==> config.mk <==
export PLATFORM = sky130hd
export DESIGN_NAME = lif_spike_decoder
export DESIGN_NICKNAME = d
export VERILOG_FILES = /design/src/rtl/lif_spike_decoder.sv
export SDC_FILE = /design/constraint.sdc
export NUM_CORES = 1
export LEC_CHECK = 0
export CORE_AREA = 2 2 72 74
export DETAILED_ROUTE_END_ITERATION = 10
export DIE_AREA = 0 0 74 76
export GPL_ROUTABILITY_DRIVEN = 0
export HOLD_SLACK_MARGIN = 0.03
export PLACE_DENSITY = 0.66
export SETUP_SLACK_MARGIN = 0.05
export SLEW_MARGIN = 20
export SYNTH_ARGS = -nofsm -noshare
export SYNTH_HDL_FRONTEND = slang
export SYNTH_SLANG_ARGS = --single-unit
==> constraint.sdc <==
create_clock -name clk -period 2.4 [get_ports clk]
set_input_delay 0.24 -clock clk [delete_from_list [all_inputs] [get_ports clk]]
set_output_delay 0.24 -clock clk [all_outputs]
set_load 0.005 [all_outputs]
==> src/rtl/lif_spike_decoder.sv <==
// Spike-train decoder for the LIF neuron: counts rising spike edges over a programmable window
// and tracks the minimum inter-spike interval. The ISI datapath exists only with LIF_DECODER_ISI_EN defined.
module lif_spike_decoder #(
  parameter int CNT_W = 8,
  parameter int WIN_W = 8,
  parameter int ISI_W = 8
) (
  input  logic             clk,
  input  logic             rst_n,
  input  logic             ena,
  input  logic             spike_in,
  input  logic             start,
  input  logic [WIN_W-1:0] win_len,
  output logic             busy,
  output logic [CNT_W-1:0] rate_out,
  output logic [ISI_W-1:0] isi_min,
  output logic             overflow,
  output logic             out_valid,
  input  logic             out_ready,
  output logic [1:0]       dbg_state
);

  // Result handshake: a result is transferred on a rising edge where ena, out_valid and out_ready
  // are all high; out_valid then stays high with stable results until that transfer happens.
  typedef enum logic [1:0] {
    IDLE    = 2'd0,
    MEASURE = 2'd1,
    HOLD    = 2'd2
  } state_t;

  state_t           state;
  logic             spike_q;
  logic [WIN_W:0]   win_cnt;
  logic [CNT_W-1:0] cnt_acc;
  logic             ovf_acc;

  logic             spike_edge;
  logic             win_start;
  logic             win_last;
  logic [WIN_W:0]   win_load;
  logic [CNT_W-1:0] cnt_nxt;
  logic             ovf_cnt;
  logic             ovf_isi;
  logic             ovf_nxt;

  assign spike_edge = spike_in & ~spike_q;
  assign win_start  = start & ((state == IDLE) | ((state == HOLD) & out_ready));
  assign win_last   = (state == MEASURE) & (win_cnt == {{WIN_W{1'b0}}, 1'b1});
  // A zero length selects the full 2^WIN_W window, hence the extra counter bit.
  assign win_load   = (win_len == '0) ? {1'b1, {WIN_W{1'b0}}} : {1'b0, win_len};
  assign ovf_nxt    = ovf_acc | ovf_cnt | ovf_isi;
  assign dbg_state  = state;

  always_comb begin
    cnt_nxt = cnt_acc;
    ovf_cnt = 1'b0;
    if (spike_edge) begin
      if (cnt_acc == '1) ovf_cnt = 1'b1;
      else               cnt_nxt = cnt_acc + 1'b1;
    end
  end

`ifdef LIF_DECODER_ISI_EN
  logic [ISI_W-1:0] isi_cnt;
  logic [ISI_W-1:0] isi_acc;
  logic             first_q;
  logic [ISI_W-1:0] isi_cnt_nxt;
  logic [ISI_W-1:0] isi_acc_nxt;

  // The ISI counter holds the distance to the previous edge as seen on the current cycle.
  always_comb begin
    isi_cnt_nxt = isi_cnt;
    isi_acc_nxt = isi_acc;
    ovf_isi     = 1'b0;
    if (spike_edge) begin
      if (!first_q && (isi_cnt < isi_acc)) isi_acc_nxt = isi_cnt;
      isi_cnt_nxt = {{(ISI_W-1){1'b0}}, 1'b1};
    end else if (isi_cnt != '1) begin
      isi_cnt_nxt = isi_cnt + 1'b1;
      ovf_isi     = (isi_cnt_nxt == '1);
    end
  end

  always_ff @(posedge clk) begin
    if (!rst_n) begin
      isi_cnt <= '0;
      isi_acc <= '1;
      first_q <= 1'b1;
      isi_min <= '1;
    end else if (ena) begin
      if (win_start) begin
        isi_cnt <= '0;
        isi_acc <= '1;
        first_q <= 1'b1;
      end else if (state == MEASURE) begin
        isi_cnt <= isi_cnt_nxt;
        isi_acc <= isi_acc_nxt;
        if (spike_edge) first_q <= 1'b0;
        if (win_last)   isi_min <= isi_acc_nxt;
      end
    end
  end
`else
  assign ovf_isi = 1'b0;
  assign isi_min = '1;
`endif

  always_ff @(posedge clk) begin
    if (!rst_n) begin
      state     <= IDLE;
      spike_q   <= 1'b0;
      win_cnt   <= '0;
      cnt_acc   <= '0;
      ovf_acc   <= 1'b0;
      busy      <= 1'b0;
      rate_out  <= '0;
      overflow  <= 1'b0;
      out_valid <= 1'b0;
    end else if (ena) begin
      spike_q <= spike_in;
      case (state)
        IDLE: ;
        MEASURE: begin
          win_cnt <= win_cnt - 1'b1;
          cnt_acc <= cnt_nxt;
          ovf_acc <= ovf_nxt;
          // The final window cycle's own edge is folded into the latched result.
          if (win_last) begin
            state     <= HOLD;
            busy      <= 1'b0;
            out_valid <= 1'b1;
            rate_out  <= cnt_nxt;
            overflow  <= ovf_nxt;
          end
        end
        HOLD: begin
          if (out_ready) begin
            out_valid <= 1'b0;
            state     <= IDLE;
          end
        end
        default: state <= IDLE;
      endcase
      if (win_start) begin
        state   <= MEASURE;
        busy    <= 1'b1;
        win_cnt <= win_load;
        cnt_acc <= '0;
        ovf_acc <= 1'b0;
      end
    end
  end

endmodule
==> reports/qor.yml <==
worst_ep_required_time_ns: 2.60
slowest_delay_ns: 0.64
hold_viol: 0
adder_share_pct: 2.06
dpl_cell_area_um2: 2140
antenna_found_initial: 0
hp-class: "register to register"
floorplan.initialDensity_pct: 37.1
path_max_fanout: 12
place.detailed.hpwl_mm: 3.45
hold_path_end: "rate_out[7]$_SDFFE_PN0P_"
clk_pin_slew_worst_paths_ns: 0.06
boundaryPins: 35
rr_endpoint: "rate_out[0]$_SDFFE_PN0P_"
overflow: 0
p_int_mw: 0.888
synthAoiAreaFrac_pct: 27.8
synth_top_area_share_pct: 35.2
die_area_um2: 5620
die_x_um: 74
area.growth.synth_to_final_pct: 22.3
status: "finished clean"
finalWirelength_mm: 4.69
combPwrFrac_pct: 18.4
tightest_slew_ns: 0.538
[critical path, delay by kind of cell (launching register included)]
| kind | cells | cell delay (ns) |
|---|---|---|
| fa+ha+maj | 1 | 0.16 |
| flops | 1 | 0.41 |
| buf+inv | 1 | 0.25 |
| compound gates | 1 | 0.20 |
| simple gates | 3 | 0.99 |
[kinds of logic (layout without fill, tap and decap cells)]
| family | count (synthesis) | after routing |
|---|---|---|
| AND-OR/OR-AND | 79 | 79 |
| flip-flops | 32 | 32 |
| other | 1 | 8 |
| adder cells (fa/ha/maj) | 3 | 3 |
| buffers and inverters | 24 | 46 |
| AND/OR/NAND/NOR | 81 | 81 |
| multiplexers | 4 | 4 |
| XOR/XNOR | 1 | 1 |
[registers in the layout (all words and copies together) (netlist names)]
signal,count
win_cnt,9
cnt_acc,8
rate_out,8
dbg_state,2
busy,1
out_valid,1
overflow,1
ovf_acc,1
spike_q,1
[power groups by stage]
stage | Combinational, mW | Sequential [mW] | Clock [mW]
2_1_floorplan | 0.160 | 0.578 | 0
3_5_place_dp | 0.223 | 0.585 | 0
3_3_place_gp | 0.221 | 0.585 | 0
6_report | 0.227 | 0.574 | 0.431
4_1_cts | 0.224 | 0.573 | 0.442
5_1_grt | 0.253 | 0.578 | 0.455
[layer usage]
metal	wire length [µm]	GRT usage, %	vias to the layer above
met4	78	6.91	0
met1	2110	23.6	822
li1	-	-	885
met5	0	0	-
met3	337	4.50	9
met2	2160	29.3	75
[cell usage in the layout (no fill, tap or decap), types with 5 or more instances in the layout]
cell / instances
a22oi_1: 5
a21oi_1: 20
nand3_1: 6
conb_1: 8
dfxtp_1: 32
o21ai_0: 18
nand2_1: 17
clkdlybuf4s50_1: 26
inv_1: 5
nor3_1: 9
nand2b_1: 6
buf_4: 7
clkbuf_8: 6
o22ai_1: 8
nor2_1: 14
[worst max path at each step]
stage,to,slack [ns],depth (start not counted)
after floorplan,out_valid$_SDFFE_PN0P_,0.60,6
after global placement,rate_out[0]$_SDFFE_PN0P_,0.35,6
after detailed placement,rate_out[0]$_SDFFE_PN0P_,0.29,6
after CTS,rate_out[0]$_SDFFE_PN0P_,0.26,6
after global routing,rate_out[0]$_SDFFE_PN0P_,0.09,6
final,rate_out[0]$_SDFFE_PN0P_,0.30,6
[final cells by class]
cell class / instances / area (µm²) / share of cell area, %
repair buffers: 33 / 313 / 14.0
multi-input cells: 176 / 1080 / 48.4
inverters: 5 / 18.8 / 0.843
well taps: 70 / 87.6 / 3.93
clock buffers: 8 / 90.1 / 4.04
flip-flops and latches: 32 / 641 / 28.8
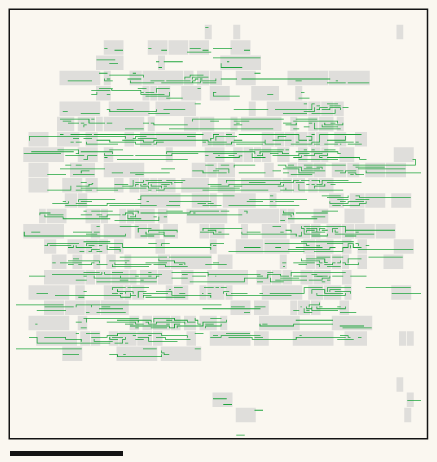
m1.png
The bar under the picture is 20 µm long.
wire length on this layer	2,110 µm
nets with wire on the layer	239
main direction	horizontal
share of all routed wire	45%
longest straight run	25.8 µm

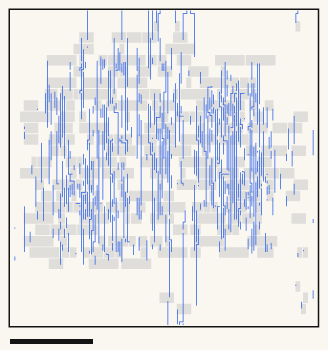
m2.png
The bar under the picture is 20 µm long.
nets with wire on the layer	229
longest straight run	27.2 µm
wire length on this layer	2,160 µm
main direction	vertical

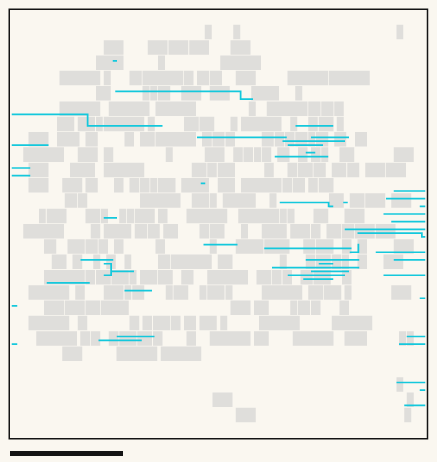
m3.png
The bar under the picture is 20 µm long.
longest straight run	22.1 µm
nets with wire on the layer	44
main direction	horizontal
share of all routed wire	7.2%

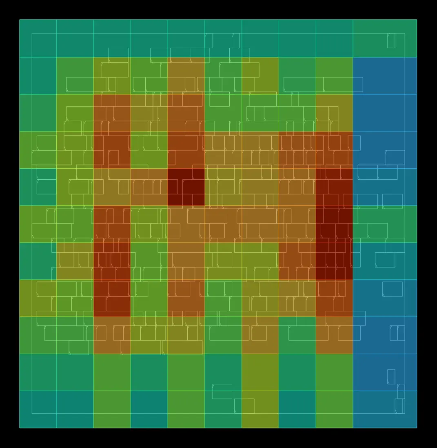
congestion_map.png
final core occ: 45.3%
WL per Instance: 14.5 µm
GR peak layer: met2

